## src/rtl/mem_arbiter_rr.sv

```systemverilog
// N-port memory arbiter: one downstream port shared by several requestors.
// Round-robin or fixed-priority selection, locked grant until mem_resp, back-to-back regrant.
module mem_arbiter_rr #(
  parameter int NUM_PORTS  = 2,
  parameter int ADDR_WIDTH = 32,
  parameter int DATA_WIDTH = 256,
  parameter int RR_MODE    = 1,
  localparam int IDXW      = (NUM_PORTS > 2) ? $clog2(NUM_PORTS) : 1
) (
  input  logic                            clk,
  input  logic                            rst_n,
  input  logic [NUM_PORTS-1:0]            port_read,
  input  logic [NUM_PORTS-1:0]            port_write,
  input  logic [NUM_PORTS*ADDR_WIDTH-1:0] port_addr,
  input  logic [NUM_PORTS*DATA_WIDTH-1:0] port_wdata,
  output logic [NUM_PORTS-1:0]            port_resp,
  output logic [DATA_WIDTH-1:0]           port_rdata,
  output logic                            mem_read,
  output logic                            mem_write,
  output logic [ADDR_WIDTH-1:0]           mem_addr,
  output logic [DATA_WIDTH-1:0]           mem_wdata,
  input  logic                            mem_resp,
  input  logic [DATA_WIDTH-1:0]           mem_rdata,
  output logic                            grant_valid,
  output logic [IDXW-1:0]                 grant_idx
);

  typedef enum logic {IDLE, BUSY} state_t;

  state_t                state_reg;
  logic [IDXW-1:0]       grant_idx_reg;
  logic [IDXW-1:0]       rr_ptr_reg;
  logic                  busy;
  logic [NUM_PORTS-1:0]  req;
  logic [NUM_PORTS-1:0]  arb_req;
  logic                  win_found;
  logic [IDXW-1:0]       win_idx;
  logic [IDXW-1:0]       win_next;
  logic [IDXW:0]         cand;
  logic [ADDR_WIDTH-1:0] addr_arr  [NUM_PORTS];
  logic [DATA_WIDTH-1:0] wdata_arr [NUM_PORTS];

  assign busy = (state_reg == BUSY);
  assign req  = port_read | port_write;

  generate
    for (genvar gi = 0; gi < NUM_PORTS; gi++) begin : g_port
      assign addr_arr[gi]  = port_addr[gi*ADDR_WIDTH +: ADDR_WIDTH];
      assign wdata_arr[gi] = port_wdata[gi*DATA_WIDTH +: DATA_WIDTH];
      assign port_resp[gi] = busy & mem_resp & (grant_idx_reg == IDXW'(gi));
    end
  endgenerate

  // The finishing port still holds its request during mem_resp, so it is masked out.
  always_comb begin
    arb_req = req;
    if (busy) arb_req[grant_idx_reg] = 1'b0;
    win_found = 1'b0;
    win_idx   = '0;
    cand      = '0;
    for (int i = 0; i < NUM_PORTS; i++) begin
      cand = {1'b0, rr_ptr_reg} + (IDXW+1)'(i);
      if (cand >= (IDXW+1)'(NUM_PORTS)) cand = cand - (IDXW+1)'(NUM_PORTS);
      if (!win_found && arb_req[cand[IDXW-1:0]]) begin
        win_found = 1'b1;
        win_idx   = cand[IDXW-1:0];
      end
    end
  end

  assign win_next = (win_idx == IDXW'(NUM_PORTS-1)) ? '0 : win_idx + 1'b1;

  always_ff @(posedge clk or negedge rst_n) begin
    if (!rst_n) begin
      state_reg     <= IDLE;
      grant_idx_reg <= '0;
      rr_ptr_reg    <= '0;
    end else begin
      case (state_reg)
        IDLE: begin
          if (win_found) begin
            state_reg     <= BUSY;
            grant_idx_reg <= win_idx;
            if (RR_MODE != 0) rr_ptr_reg <= win_next;
          end
        end
        BUSY: begin
          if (mem_resp) begin
            if (win_found) begin
              grant_idx_reg <= win_idx;
              if (RR_MODE != 0) rr_ptr_reg <= win_next;
            end else begin
              state_reg <= IDLE;
            end
          end
        end
        default: state_reg <= IDLE;
      endcase
    end
  end

  assign mem_read    = busy & port_read[grant_idx_reg];
  assign mem_write   = busy & port_write[grant_idx_reg];
  assign mem_addr    = busy ? addr_arr[grant_idx_reg]  : '0;
  assign mem_wdata   = busy ? wdata_arr[grant_idx_reg] : '0;
  assign port_rdata  = mem_rdata;
  assign grant_valid = busy;
  assign grant_idx   = grant_idx_reg;

endmodule
```

## config.mk

```make
export PLATFORM = sky130hd
export DESIGN_NAME = mem_arbiter_rr
export DESIGN_NICKNAME = d
export VERILOG_FILES = /design/src/rtl/mem_arbiter_rr.sv
export SDC_FILE = /design/constraint.sdc
export NUM_CORES = 1
export LEC_CHECK = 0
export CAP_MARGIN = 20
export CORE_AREA = 2 2 541 543
export DETAILED_ROUTE_END_ITERATION = 6
export DIE_AREA = 0 0 543 545
export GPL_TIMING_DRIVEN = 0
export PLACE_DENSITY = 0.3
export REMOVE_ABC_BUFFERS = 1
export SYNTH_ARGS = -nofsm -noshare
export SYNTH_HDL_FRONTEND = slang
export SYNTH_SLANG_ARGS = --single-unit
export TNS_END_PERCENT = 100
```

## constraint.sdc

```tcl
create_clock -name clk -period 1.2 [get_ports clk]
set_input_delay 0.24 -clock clk [delete_from_list [all_inputs] [get_ports clk]]
set_output_delay 0.24 -clock clk [all_outputs]
set_load 0.01 [all_outputs]
```

==> run_1/util_map.png <==
27 x 27 tiles, from white (low) to dark blue (high), 0 to 100% covered.
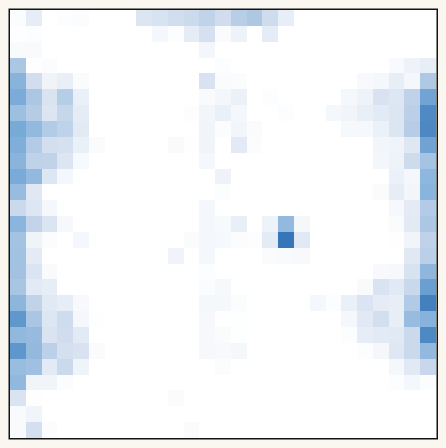
- emptiest ninth of the die: bottom centre
- nearly empty tiles: 66%
- mean over tiles: 6.1%
- fullest tile: 72%
final core area utilization: 7.90%
share of the core filled by cells before placement: 2.53%
standard cell core area: 290000 um2

==> run_1/class_map.png <==
Bar = 200 um. Fill, decap, tap and diode cells in grey.
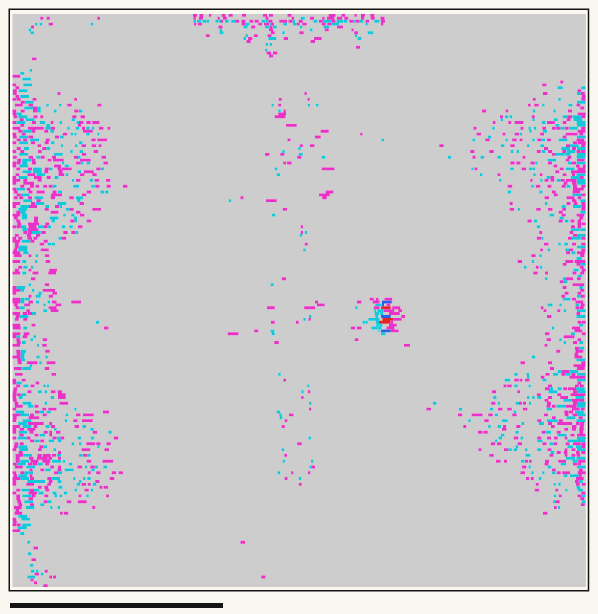
- magenta: remaining buffers and delay cells (cells 1020)
- blue: clock drivers and dummy loads (cells 4)
- red: registers (cells 3)
- cyan: remaining logic cells (cells 599)
post-route cell area: 22900 um2
register fraction of the total cell area: 0.360%

==> run_1/placed.png <==
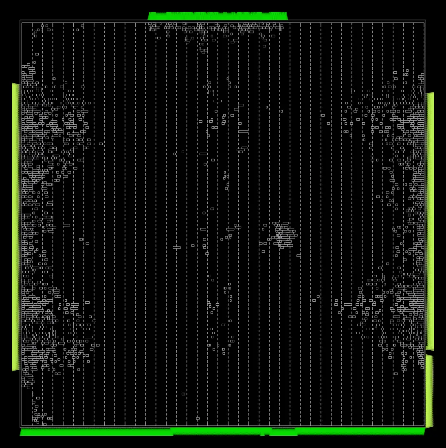
count of standard-cell rows: 198
number of fill cells: 33.9k
registers: 3
number of tap cells added at floorplan: 3900

==> flow_metrics.py, run 1 <==
# Physical implementation metrics
metrics = {
    "outcome": {
        "run_status": "complete, but fails checks",
        "failed_checks": "setup timing",
    },
    "floorplanning": {
        "die_w_um": 543,
        "ios": 1389,
    },
    "yosys": {
        "synth_cell_type_count": 21,
        "synthTopCellsByArea": "sky130_fd_sc_hd__mux2i_1 40%, sky130_fd_sc_hd__buf_4 27%, sky130_fd_sc_hd__nor2b_1 25%, sky130_fd_sc_hd__buf_8 2.5%, sky130_fd_sc_hd__buf_6 2.3%",
        "yosysWarnings": 0,
        "synth_simple_gate_area_share_pct": 25.4,
        "post_synth_inst_count": 924,
        "syn_area_per_cell_um2": 7.95,
        "dominant_comb_cell": "multiplexers",
        "mappedNetlistArea_um2": 7350,
        "synth.top_cells.by_count": "290 x sky130_fd_sc_hd__mux2i_1, 290 x sky130_fd_sc_hd__nor2b_1, 261 x sky130_fd_sc_hd__buf_4",
        "ys_dominant_reg_cell": "sky130_fd_sc_hd__dfrtp_1",
    },
    "worst_setup_path": {
        "critPathMaxStageDelay_ns": 0.50,
        "timing.critical_path.to": "mem_wdata[160]",
        "worstPathCellList": "buf_12 > buf_6 > buf_16 > mux2i_4 > nor2b_1 > buf_2",
        "crit_slowest_cell": "sky130_fd_sc_hd__mux2i_4",
        "worstPathMaxFanout": 14,
        "critPathCaptureType": "primary output",
        "startpoint_type": "flop",
        "rr_startpoint": "grant_idx$_DFFE_PN0P_",
        "cp_required_ns": 0.96,
        "reg2reg_depth": 7,
        "worstPathArrival_ns": 2.03,
    },
    "sta": {
        "fin_tns_setup_ns": -253.18,
        "fin_worst_hold_slack_ns": 0.203,
        "setup_ws_ns": -1.07,
        "achievable-frequency_mhz": 441,
        "final-setup-viol-count": 297,
        "timing.max_slew.rel_slack_pct": 66.4,
        "max_slew.worst_pin.slew_ns": 0.494,
        "timing.final.crit_share_pct": 189,
    },
    "detailed_routing": {
        "antenna_left": 0,
        "remaining_drc_errors": 0,
        "wl_per_cell_um": 47.3,
        "routed-via-count": 11900,
        "first_pass_iters": 5,
        "number_of_drc_markers_in_iteration_0": 1029,
    },
    "placed_design": {
        "place.gp.congestion": 0.841,
        "placed_instances": 5387,
        "detailed_place_hpwl_mm": 225,
    },
    "pwr": {
        "power.group.top": "combinational cells",
        "combinationalPowerShare_pct": 98.3,
        "p_sw_mw": 24.2,
        "power.sequential.total_mw": 0.234,
        "power_frac_clock_pct": 1.2,
        "seqPwrFrac_pct": 0.5,
        "clock_net_power_mw": 0.528,
        "power.ir.vdd_worst_mv": 1.04,
    },
    "clocking": {
        "path_clk_slew_ns": 0.03,
        "cts_sinks": 3,
        "tritoncts": "done",
    },
    "cells_and_area": {
        "final-instance-count-excl-fill": 5543,
        "sequential_standard_cell_area_um2": 82.6,
        "layout_cells_sized_above_1_pct": 43.8,
        "syn2layout_area_growth_pct": 212,
    },
    "grt": {
        "grt_util_met3_pct": 16.2,
        "grt_max_degree": 104,
        "global_route.usage.met2_pct": 21.6,
        "grt.met1_usage_pct": 19.6,
        "grt.total_usage_pct": 17.0,
        "global_route.overflow_total": 0,
    },
    "min_path": {
        "worstHoldPathType": "input pin to asynchronous set/reset pin",
    },
}
==> run 1: worst max-delay path: cells and delay by family (launching register included) <==
family                 cells  cell delay, ns
buffers and inverters      4            0.66
multiplexers               1            0.50
flip-flops                 1            0.47
AND/OR/NAND/NOR            1            0.10
==> run 1: how the worst min path moves through the flow <==
| stage | cells after the start | start | slack, ns | end |
|---|---|---|---|---|
| after floorplan | 0 | rst_n | -0.06 | asynchronous set/reset pin |
| final | 1 | rst_n | 0.20 | grant_idx$_DFFE_PN0P_ |
| after detailed placement | 1 | rst_n | 0.44 | asynchronous set/reset pin |
| after global placement | 1 | rst_n | 0.44 | grant_idx$_DFFE_PN0P_ |
| after CTS | 1 | rst_n | 0.21 | grant_idx$_DFFE_PN0P_ |
| after global routing | 1 | rst_n | 0.21 | asynchronous set/reset pin |
==> run 1: cell type report <==
class,count,share of cell area [%]
well taps,3900,21.3
multi-input cells,599,29.8
diodes,17,0.186
repair buffers,1020,48.0
flip-flops and latches,3,0.360
clock buffers,4,0.344
==> run 1: what timing repair did <==
item / 4_1_cts / 5_1_grt
resized: 2013 / 438
setup buffers: 73 / 41
endpoints found under the setup margin: 297 / 297
hold buffers: 0 / 0
pin swaps: 4 / 0
cloned: 29 / 5
==> run 1: logic make-up (layout without fill, tap and decap cells) <==
group | after synthesis | in the layout
buf+inv | 322 | 1024
simple gates | 301 | 301
mux | 291 | 291
compound gates | 7 | 7
flops | 3 | 3
other cells | 0 | 17
==> run 1: per-layer routing <==
layer,vias to the layer above,routed length [um]
li1,4222,-
met1,5503,107000
met2,1986,94200
met3,187,53200
met4,38,3500
met5,-,4770
==> run_1/pinout.png <==
Bar = 200 um. Pins as bars across the die edge, other pins in grey.
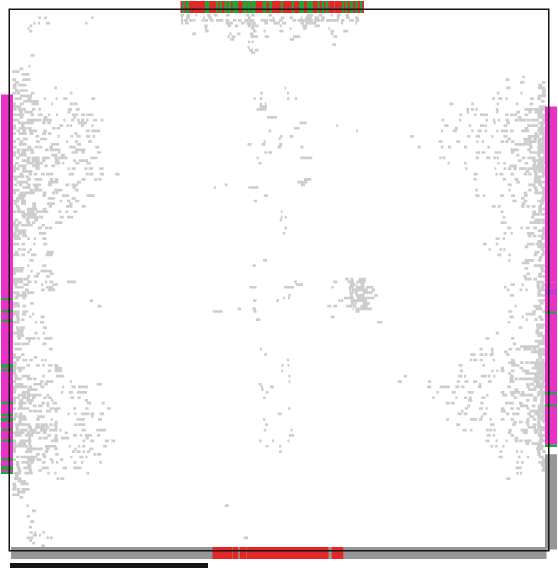

==> run 2, diff against run 1 <==
--- a/config.mk
+++ b/config.mk
@@ -12,6 +12,8 @@
 export GPL_TIMING_DRIVEN = 0
 export PLACE_DENSITY = 0.3
 export REMOVE_ABC_BUFFERS = 1
+export SETUP_SLACK_MARGIN = 0.1
+export SLEW_MARGIN = 20
 export SYNTH_ARGS = -nofsm -noshare
 export SYNTH_HDL_FRONTEND = slang
 export SYNTH_SLANG_ARGS = --single-unit
==> run_2/pinout.png <==
Bar = 200 um. Pins as bars across the die edge, other pins in grey.
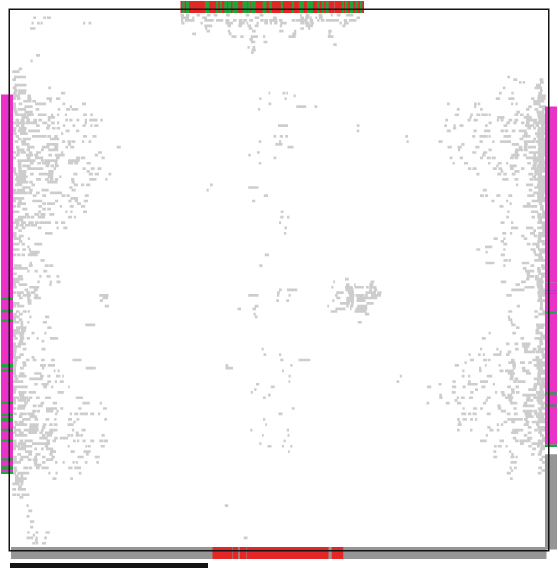
- magenta: port_wdata (pins 512; direction input; edge 265 left, 244 right, 3 top)
- blue: port_write (pins 2; direction input; edge right)
- green: port_addr (pins 64; direction input; edge 44 top, 16 left, 4 right)
- red: mem_wdata (pins 256; direction output; edge 137 top, 119 bottom)
- all pins by edge: 586 bottom, 322 right, 281 left, 200 top
die x size: 543 um
number of buffers added on ports: 876
y dimension of the die: 545 um

==> run_2/class_map.png <==
Bar = 200 um. Fill, decap, tap and diode cells in grey.
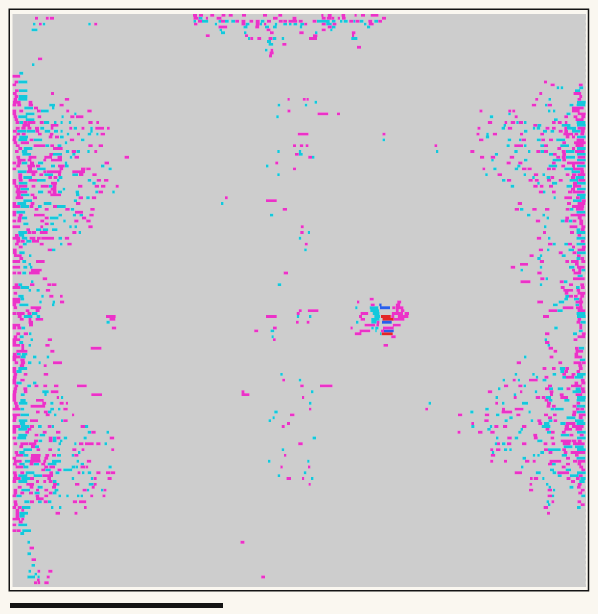
- blue: clock drivers and dummy loads (cells 4)
- magenta: remaining buffers and delay cells (cells 1026)
- cyan: remaining logic cells (cells 599)
- red: registers (cells 3)
register fraction of the total cell area: 0.362%
post-route cell area: 22800 um2
final core area utilization: 7.87%

==> run_2/placed.png <==
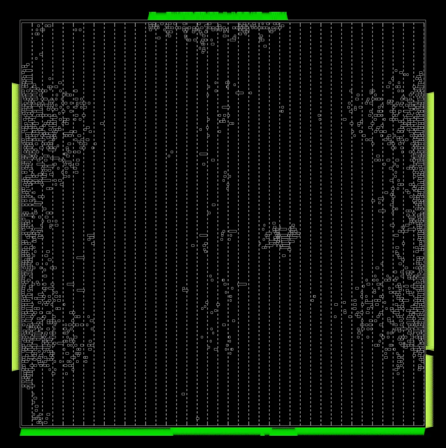
number of fill cells: 33.8k
final cell count without fillers: 5551

==> run 2 against run 1 <==
- first-iteration DRC count decreased by 3.8%
- worst hold slack improved by 0.012 ns
- total power is 0.22% higher
- the run still ends with setup timing left
- die area did not move
- synthesized area unchanged
- critical path depth rose by 1
- synthesized cell count unchanged
==> flow_metrics.py, run 2 <==
# Physical implementation metrics
metrics = {
    "worst_setup_path": {
        "critPathMaxStageDelay_ns": 0.50,
        "cp_required_ns": 0.96,
        "worstPathMaxFanout": 5,
        "crit_slowest_cell": "sky130_fd_sc_hd__dfrtp_4",
        "startpoint_type": "flop",
        "critPathCaptureType": "primary output",
        "critical-path-top-delay-family": "buffers and inverters",
        "worstPathArrival_ns": 2.11,
        "critical_path.n_buffers_inverters": 5,
        "worstPathCellList": "buf_16 > buf_16 > bufbuf_16 > buf_6 > mux2i_4 > nor2b_2 > buf_6",
    },
    "yosys": {
        "synth_cell_type_count": 21,
        "dominant_comb_cell": "multiplexers",
        "syn_area_per_cell_um2": 7.95,
        "synth.top_cells.by_count": "290 x sky130_fd_sc_hd__mux2i_1, 290 x sky130_fd_sc_hd__nor2b_1, 261 x sky130_fd_sc_hd__buf_4",
        "ys_seq_elements": 3,
        "netlist.top_cell.by_area": "sky130_fd_sc_hd__mux2i_1",
        "synth_simple_gate_area_share_pct": 25.4,
        "enable_flop_cells": 0,
        "post-synth-top-area-fraction_pct": 39.5,
        "ys_dominant_reg_cell": "sky130_fd_sc_hd__dfrtp_1",
        "synthTopCellsByArea": "sky130_fd_sc_hd__mux2i_1 40%, sky130_fd_sc_hd__buf_4 27%, sky130_fd_sc_hd__nor2b_1 25%, sky130_fd_sc_hd__buf_8 2.5%, sky130_fd_sc_hd__buf_6 2.3%",
        "mappedNetlistArea_um2": 7350,
        "yosysWarnings": 0,
        "post_synth_inst_count": 924,
    },
    "cells_and_area": {
        "layout_cells_sized_above_1_pct": 42.3,
        "most_numerous_logic_cell_after_layout": "sky130_fd_sc_hd__clkdlybuf4s50_1",
        "syn2layout_area_growth_pct": 211,
        "finish.net_count": 2472,
        "sequential_standard_cell_area_um2": 82.6,
    },
    "floorplanning": {
        "core-area_um2": 290000,
        "ios": 1389,
        "initCoreUtil_pct": 2.53,
        "chipArea_um2": 296000,
        "rows": 198,
    },
    "sta": {
        "fin_worst_hold_slack_ns": 0.216,
        "timing.final.crit_period_ns": 2.35,
        "max_slew.worst_pin.slew_ns": 0.476,
        "finalHoldViolCount": 0,
        "timing.clock.skew_ns": 0.000403,
        "report.final.slew_viol_count": 0,
        "timing.final.crit_share_pct": 196,
        "final-setup-viol-count": 297,
        "setup_repair_after_global_routing_missed_its_margin": "yes",
        "setup_ws_ns": -1.15,
        "timing.max_slew.rel_slack_pct": 67.6,
        "achievable-frequency_mhz": 425,
    },
    "clocking": {
        "cts-root-buf": "sky130_fd_sc_hd__clkbuf_16",
        "tritoncts": "done",
        "path_clk_slew_ns": 0.03,
        "cts_htree_levels": 1,
        "cts_inserted_buffers": 3,
        "clock_latency_ns": 0.22,
        "cts_hold_repair.buffers": 0,
        "cts_sinks": 3,
    },
    "min_path": {
        "worstHoldPathType": "input pin to asynchronous set/reset pin",
    },
    "placed_design": {
        "placed_instances": 5391,
        "detailed_place.area_um2": 18900,
        "place_worst_setup_slack_ns": -2.36,
        "place.gp.congestion": 0.841,
        "detailed_place_hpwl_mm": 226,
    },
    "outcome": {
        "run_status": "complete, but fails checks",
        "failed_checks": "setup timing",
    },
    "detailed_routing": {
        "number_of_drc_markers_in_iteration_0": 990,
        "first_pass_iters": 7,
        "antenna_left": 0,
        "remaining_drc_errors": 0,
        "wl_per_cell_um": 47.1,
        "wl_mm": 262,
        "routed-via-count": 11900,
    },
    "pwr": {
        "power.internal_mw": 19.8,
        "post-layout-total-power_mw": 43.8,
        "power.group.top": "combinational cells",
        "p_sw_mw": 24.0,
        "comb_cell_power_mw": 43.1,
        "combinationalPowerShare_pct": 98.3,
        "power.sequential.total_mw": 0.224,
        "power_frac_clock_pct": 1.2,
        "power.ir.vdd_worst_mv": 1.09,
        "seqPwrFrac_pct": 0.5,
        "power_density_nw_per_um2": 1920,
        "clock_net_power_mw": 0.528,
        "power.static_leakage_nw": 7.71,
    },
    "grt": {
        "global_route.overflow_total": 0,
        "grt.total_usage_pct": 16.8,
        "grt_max_degree": 82,
    },
    "flow_run": {
        "warnings": 27,
    },
}
run 2: worst paths after layout:
path / start / endpoint / slack (ns) / cells after the start
setup / recovery: grant_idx$_DFFE_PN0P_ / mem_wdata[98] / -1.15 / 7
hold / removal: rst_n / asynchronous set/reset pin / 0.22 / 1
setup reg to reg: grant_idx$_DFFE_PN0P_ / flop / -0.65 / 7
hold reg to reg: flop / flop / 0.60 / 2
max in group asynchronous: rst_n / grant_valid$_DFF_PN0_ / 0.81 / 1
min in group clk: mem_rdata[119] / port_rdata[119] / 0.48 / 0
run 2: cell type report:
type                    instances  area share [%]
diodes                         19           0.208
clock buffers                   4           0.345
multi-input cells             599            29.1
flip-flops and latches          3           0.362
well taps                    3900            21.4
repair buffers               1026            48.6
run 2: per-stage QoR:
stage               setup TNS (ns)  util, %
floorplan                 -2607.49        -
global placement          -4332.01     6.40
detailed placement         -447.21     6.51
CTS                        -331.24     7.18
global route               -297.67     7.86
finish                     -280.88     7.87
run 2: cell families (layout without fill, tap and decap cells):
group | Yosys count | in the layout
other | 0 | 19
buffers and inverters | 322 | 1030
multiplexers | 291 | 291
flip-flops | 3 | 3
AND/OR/NAND/NOR | 301 | 301
AND-OR/OR-AND | 7 | 7
run 2: metal layers:
metal | wire [um] | global-route usage [%]
met1 | 106000 | 19.4
met5 | 4940 | 12.4
met2 | 94000 | 21.2
met3 | 53600 | 16.4
met4 | 2820 | 1.65
run 2: what timing repair did:
| action | in CTS | in global routing |
|---|---|---|
| cloned | 21 | 12 |
| gates resized | 1176 | 1120 |
| setup endpoints to repair | 297 | 297 |
| setup buffers | 31 | 76 |
==> run_2/util_map.png <==
27 x 27 tiles, from white (low) to dark blue (high), 0 to 100% covered.
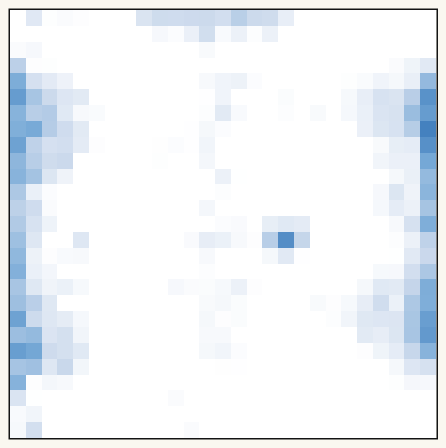

==> run 3, diff against run 2 <==
--- a/config.mk
+++ b/config.mk
@@ -12,7 +12,7 @@
 export GPL_TIMING_DRIVEN = 0
 export PLACE_DENSITY = 0.3
 export REMOVE_ABC_BUFFERS = 1
-export SETUP_SLACK_MARGIN = 0.1
+export SETUP_SLACK_MARGIN = 0.05
 export SLEW_MARGIN = 20
 export SYNTH_ARGS = -nofsm -noshare
 export SYNTH_HDL_FRONTEND = slang
==> run_3/util_map.png <==
27 x 27 tiles, from white (low) to dark blue (high), 0 to 100% covered.
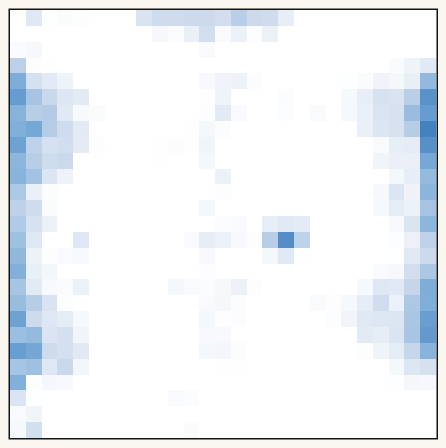
- emptiest ninth of the die: bottom centre
- mean over tiles: 6.1%
- fullest tile: 67%
- nearly empty tiles: 67%

==> run_3/class_map.png <==
Bar = 200 um. Fill, decap, tap and diode cells in grey.
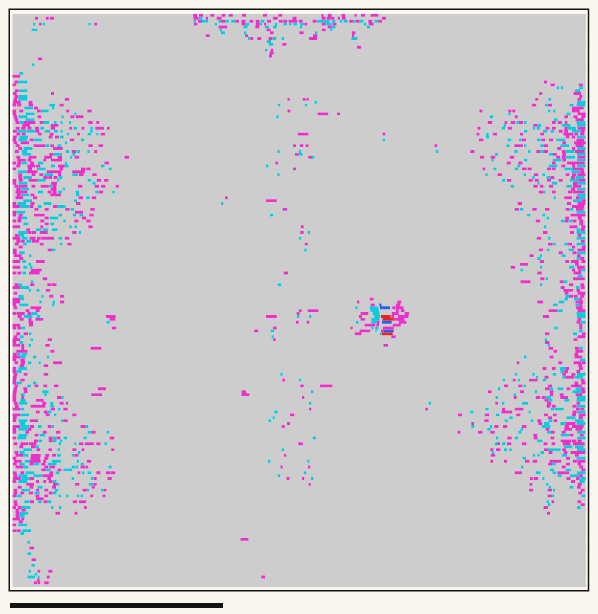
- magenta: remaining buffers and delay cells (cells 1026)
- cyan: remaining logic cells (cells 599)
- red: registers (cells 3)
- blue: clock drivers and dummy loads (cells 4)

==> run 3 against run 2 <==
- the run still ends with setup timing left
- flip-flop count unchanged
- clock skew increased by 0.00057 ns
- setup slack got worse by 0.013 ns
- synthesized area unchanged
- routed wire length about the same
- non-clock buffer count unchanged
- utilization about the same
- via count increased by 0.18%
- total power decreased by 0.18%
- combinational power about the same
- first-iteration DRC count decreased by 6.9%
- maximum frequency decreased by 0.57%
- critical path type unchanged
- largest cell class unchanged
==> flow_metrics.py, run 3 <==
# Physical implementation metrics
metrics = {
    "grt": {
        "grt.total_usage_pct": 16.8,
        "global_route.overflow_total": 0,
        "grt_max_degree": 82,
        "grt_pass1_wl_mm": 283,
        "grt_pass1_vias": 10600,
    },
    "placed_design": {
        "place.gp.congestion": 0.841,
        "detailed_place_hpwl_mm": 226,
        "detailed_place.area_um2": 18900,
        "placement.io_buffers": 876,
        "placed_instances": 5391,
    },
    "floorplanning": {
        "core-area_um2": 290000,
        "rows": 198,
        "ios": 1389,
        "die_w_um": 543,
        "floorplan.die.height_um": 545,
        "chipArea_um2": 296000,
        "initCoreUtil_pct": 2.53,
    },
    "yosys": {
        "synthTopCellsByArea": "sky130_fd_sc_hd__mux2i_1 40%, sky130_fd_sc_hd__buf_4 27%, sky130_fd_sc_hd__nor2b_1 25%, sky130_fd_sc_hd__buf_8 2.5%, sky130_fd_sc_hd__buf_6 2.3%",
        "post-synth-top-area-fraction_pct": 39.5,
        "mappedNetlistArea_um2": 7350,
        "synth.yosys.seq_area_share_pct": 1.02,
        "post_synth_ao_oa_area_fraction_pct": 0.664,
        "post_synth_xor_area_fraction_pct": 0,
        "synthArstFlopShare_pct": 100,
        "dominant_comb_cell": "multiplexers",
        "ys_dominant_reg_cell": "sky130_fd_sc_hd__dfrtp_1",
        "enable_flop_cells": 0,
        "ys_seq_elements": 3,
        "post_synth_inst_count": 924,
        "yosysChipArea_um2": 7350,
        "syn_area_per_cell_um2": 7.95,
        "synth.top_cells.by_count": "290 x sky130_fd_sc_hd__mux2i_1, 290 x sky130_fd_sc_hd__nor2b_1, 261 x sky130_fd_sc_hd__buf_4",
        "synth_simple_gate_area_share_pct": 25.4,
        "synth_cell_type_count": 21,
        "netlist.top_cell.by_area": "sky130_fd_sc_hd__mux2i_1",
        "yosysWarnings": 0,
    },
    "clocking": {
        "clock_latency_ns": 0.22,
        "cts_hold_repair.buffers": 0,
        "path_clk_slew_ns": 0.03,
        "cts_inserted_buffers": 3,
        "cts_sinks": 3,
        "cts.repair_timing.setup_buffer_count": 31,
        "cts-root-buf": "sky130_fd_sc_hd__clkbuf_16",
        "tritoncts": "done",
        "cts.repair.resized": 1176,
        "cts_htree_levels": 1,
    },
    "sta": {
        "finalHoldViolCount": 0,
        "max_slew.worst_pin.slew_ns": 0.481,
        "report.final.slew_viol_count": 0,
        "timing.max_slew.rel_slack_pct": 67.2,
        "setup_ws_ns": -1.17,
        "achievable-frequency_mhz": 423,
        "timing.clock.skew_ns": 0.000976,
        "final-setup-viol-count": 297,
        "setup_repair_after_global_routing_missed_its_margin": "yes",
        "fin_worst_hold_slack_ns": 0.214,
        "timing.final.crit_share_pct": 197,
        "timing.final.crit_period_ns": 2.37,
    },
    "cells_and_area": {
        "most_numerous_logic_cell_after_layout": "sky130_fd_sc_hd__clkdlybuf4s50_1",
        "filler_cell_count": 33800,
        "layout.cells.most_common_list": "583 x sky130_fd_sc_hd__clkdlybuf4s50_1, 209 x sky130_fd_sc_hd__nor2b_1, 195 x sky130_fd_sc_hd__buf_6",
        "finish.net_count": 2472,
        "final-instance-count-excl-fill": 5553,
        "multi_input_comb_area_um2": 6650,
        "syn2layout_area_growth_pct": 211,
        "fin_area_um2": 22900,
        "layout_cells_sized_above_1_pct": 42.3,
        "sequential_standard_cell_area_um2": 82.6,
    },
    "outcome": {
        "run_status": "complete, but fails checks",
        "failed_checks": "setup timing",
    },
    "pwr": {
        "post-layout-total-power_mw": 43.8,
        "power.static_leakage_nw": 7.71,
        "power_density_nw_per_um2": 1910,
        "power.ir.vdd_worst_mv": 1.09,
    },
    "worst_setup_path": {
        "reg2reg_depth": 7,
        "ff2ff_setup_slack_ns": -0.63,
        "worstPathCellList": "buf_16 > buf_16 > bufbuf_16 > buf_6 > mux2i_4 > nor2b_2 > buf_6",
        "startpoint_type": "flop",
        "critPathMaxStageDelay_ns": 0.50,
        "path_class": "flop to primary output",
        "critPathCaptureType": "primary output",
        "worstPathMaxFanout": 5,
        "critical_path.n_buffers_inverters": 5,
        "cp_required_ns": 0.96,
        "worstPathArrival_ns": 2.13,
        "critical-path-top-delay-family": "buffers and inverters",
        "rr_startpoint": "grant_idx$_DFFE_PN0P_",
        "crit_slowest_cell": "sky130_fd_sc_hd__dfrtp_4",
    },
    "min_path": {
        "worstHoldPathType": "input pin to asynchronous set/reset pin",
    },
    "detailed_routing": {
        "number_of_drc_markers_in_iteration_0": 922,
        "wl_mm": 262,
        "remaining_drc_errors": 0,
        "first_pass_iters": 5,
        "routed-via-count": 11900,
        "antenna_left": 0,
        "wl_per_cell_um": 47.1,
        "detail_route.vias_per_cell": 2.15,
    },
    "flow_run": {
        "warnings": 27,
        "timing.max_cap.violations": 0,
    },
}
==> run_3/pinout.png <==
Bar = 200 um. Pins as bars across the die edge, other pins in grey.
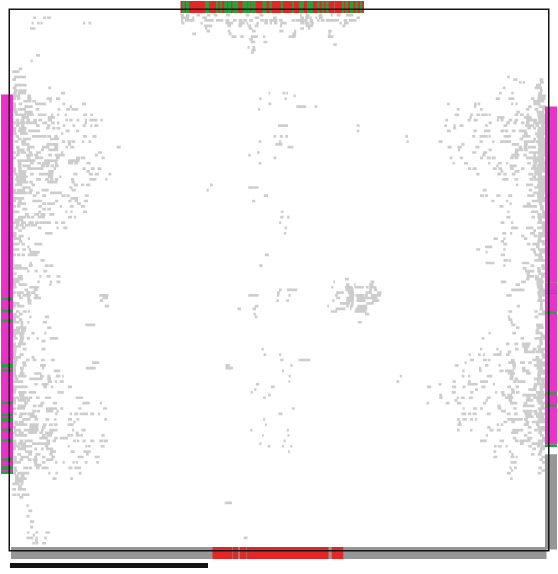
- blue: port_write (pins 2; direction input; edge right)
- red: mem_wdata (pins 256; direction output; edge 137 top, 119 bottom)
- magenta: port_wdata (pins 512; direction input; edge 265 left, 244 right, 3 top)
- green: port_addr (pins 64; direction input; edge 44 top, 16 left, 4 right)

[run 3: cell counts after synthesis]
Identical to the previous run, type by type.
[run 3: layer usage]
layer  wire [um]  global-route usage (%)
met1      106000                    19.4
met2       93700                    21.2
met3       53500                    16.4
met4        3070                    1.65
met5        4940                    12.4
[run 3: worst max-delay path by stage]
stage / startpoint / endpoint / slack [ns] / cells past startpoint
after global placement: grant_idx$_DFFE_PN0P_ / mem_wdata[98] / -17.09 / 3
after floorplan: grant_idx$_DFFE_PN0P_ / flop / -9.09 / 3
after global routing: grant_idx$_DFFE_PN0P_ / mem_wdata[14] / -1.21 / 8
after CTS: grant_idx$_DFFE_PN0P_ / mem_wdata[46] / -1.27 / 6
after detailed placement: grant_idx$_DFFE_PN0P_ / mem_wdata[63] / -2.36 / 7
final: grant_idx$_DFFE_PN0P_ / mem_wdata[98] / -1.17 / 7
[run 3: area by class of cell]
cell class	count	area share [%]
Clock buffer	4	0.345
Tap cell	3900	21.3
Multi-Input combinational cell	599	29.1
Sequential cell	3	0.361
Timing Repair Buffer	1026	48.6
Antenna cell	21	0.230
[run 3: power by group]
group	switching (mW)	internal [mW]	total, mW
Combinational	23.8	19.2	43.0
Sequential	0.0698	0.154	0.224
Clock	0.0908	0.438	0.529
Total	24.0	19.8	43.8
[run 3: through the flow]
| stage | util [%] | TNS, ns | setup slack, ns |
|---|---|---|---|
| 3_5_place_dp | 6.51 | -447.21 | -2.36 |
| 5_1_grt | 7.87 | -296.82 | -1.21 |
| 3_3_place_gp | 6.40 | -4332.01 | -17.09 |
| 6_report | 7.88 | -280.99 | -1.17 |
| 2_1_floorplan | - | -2607.49 | -9.09 |
| 4_1_cts | 7.18 | -331.24 | -1.27 |
Power figures rest on the tool's default switching activity, not on a simulated workload.
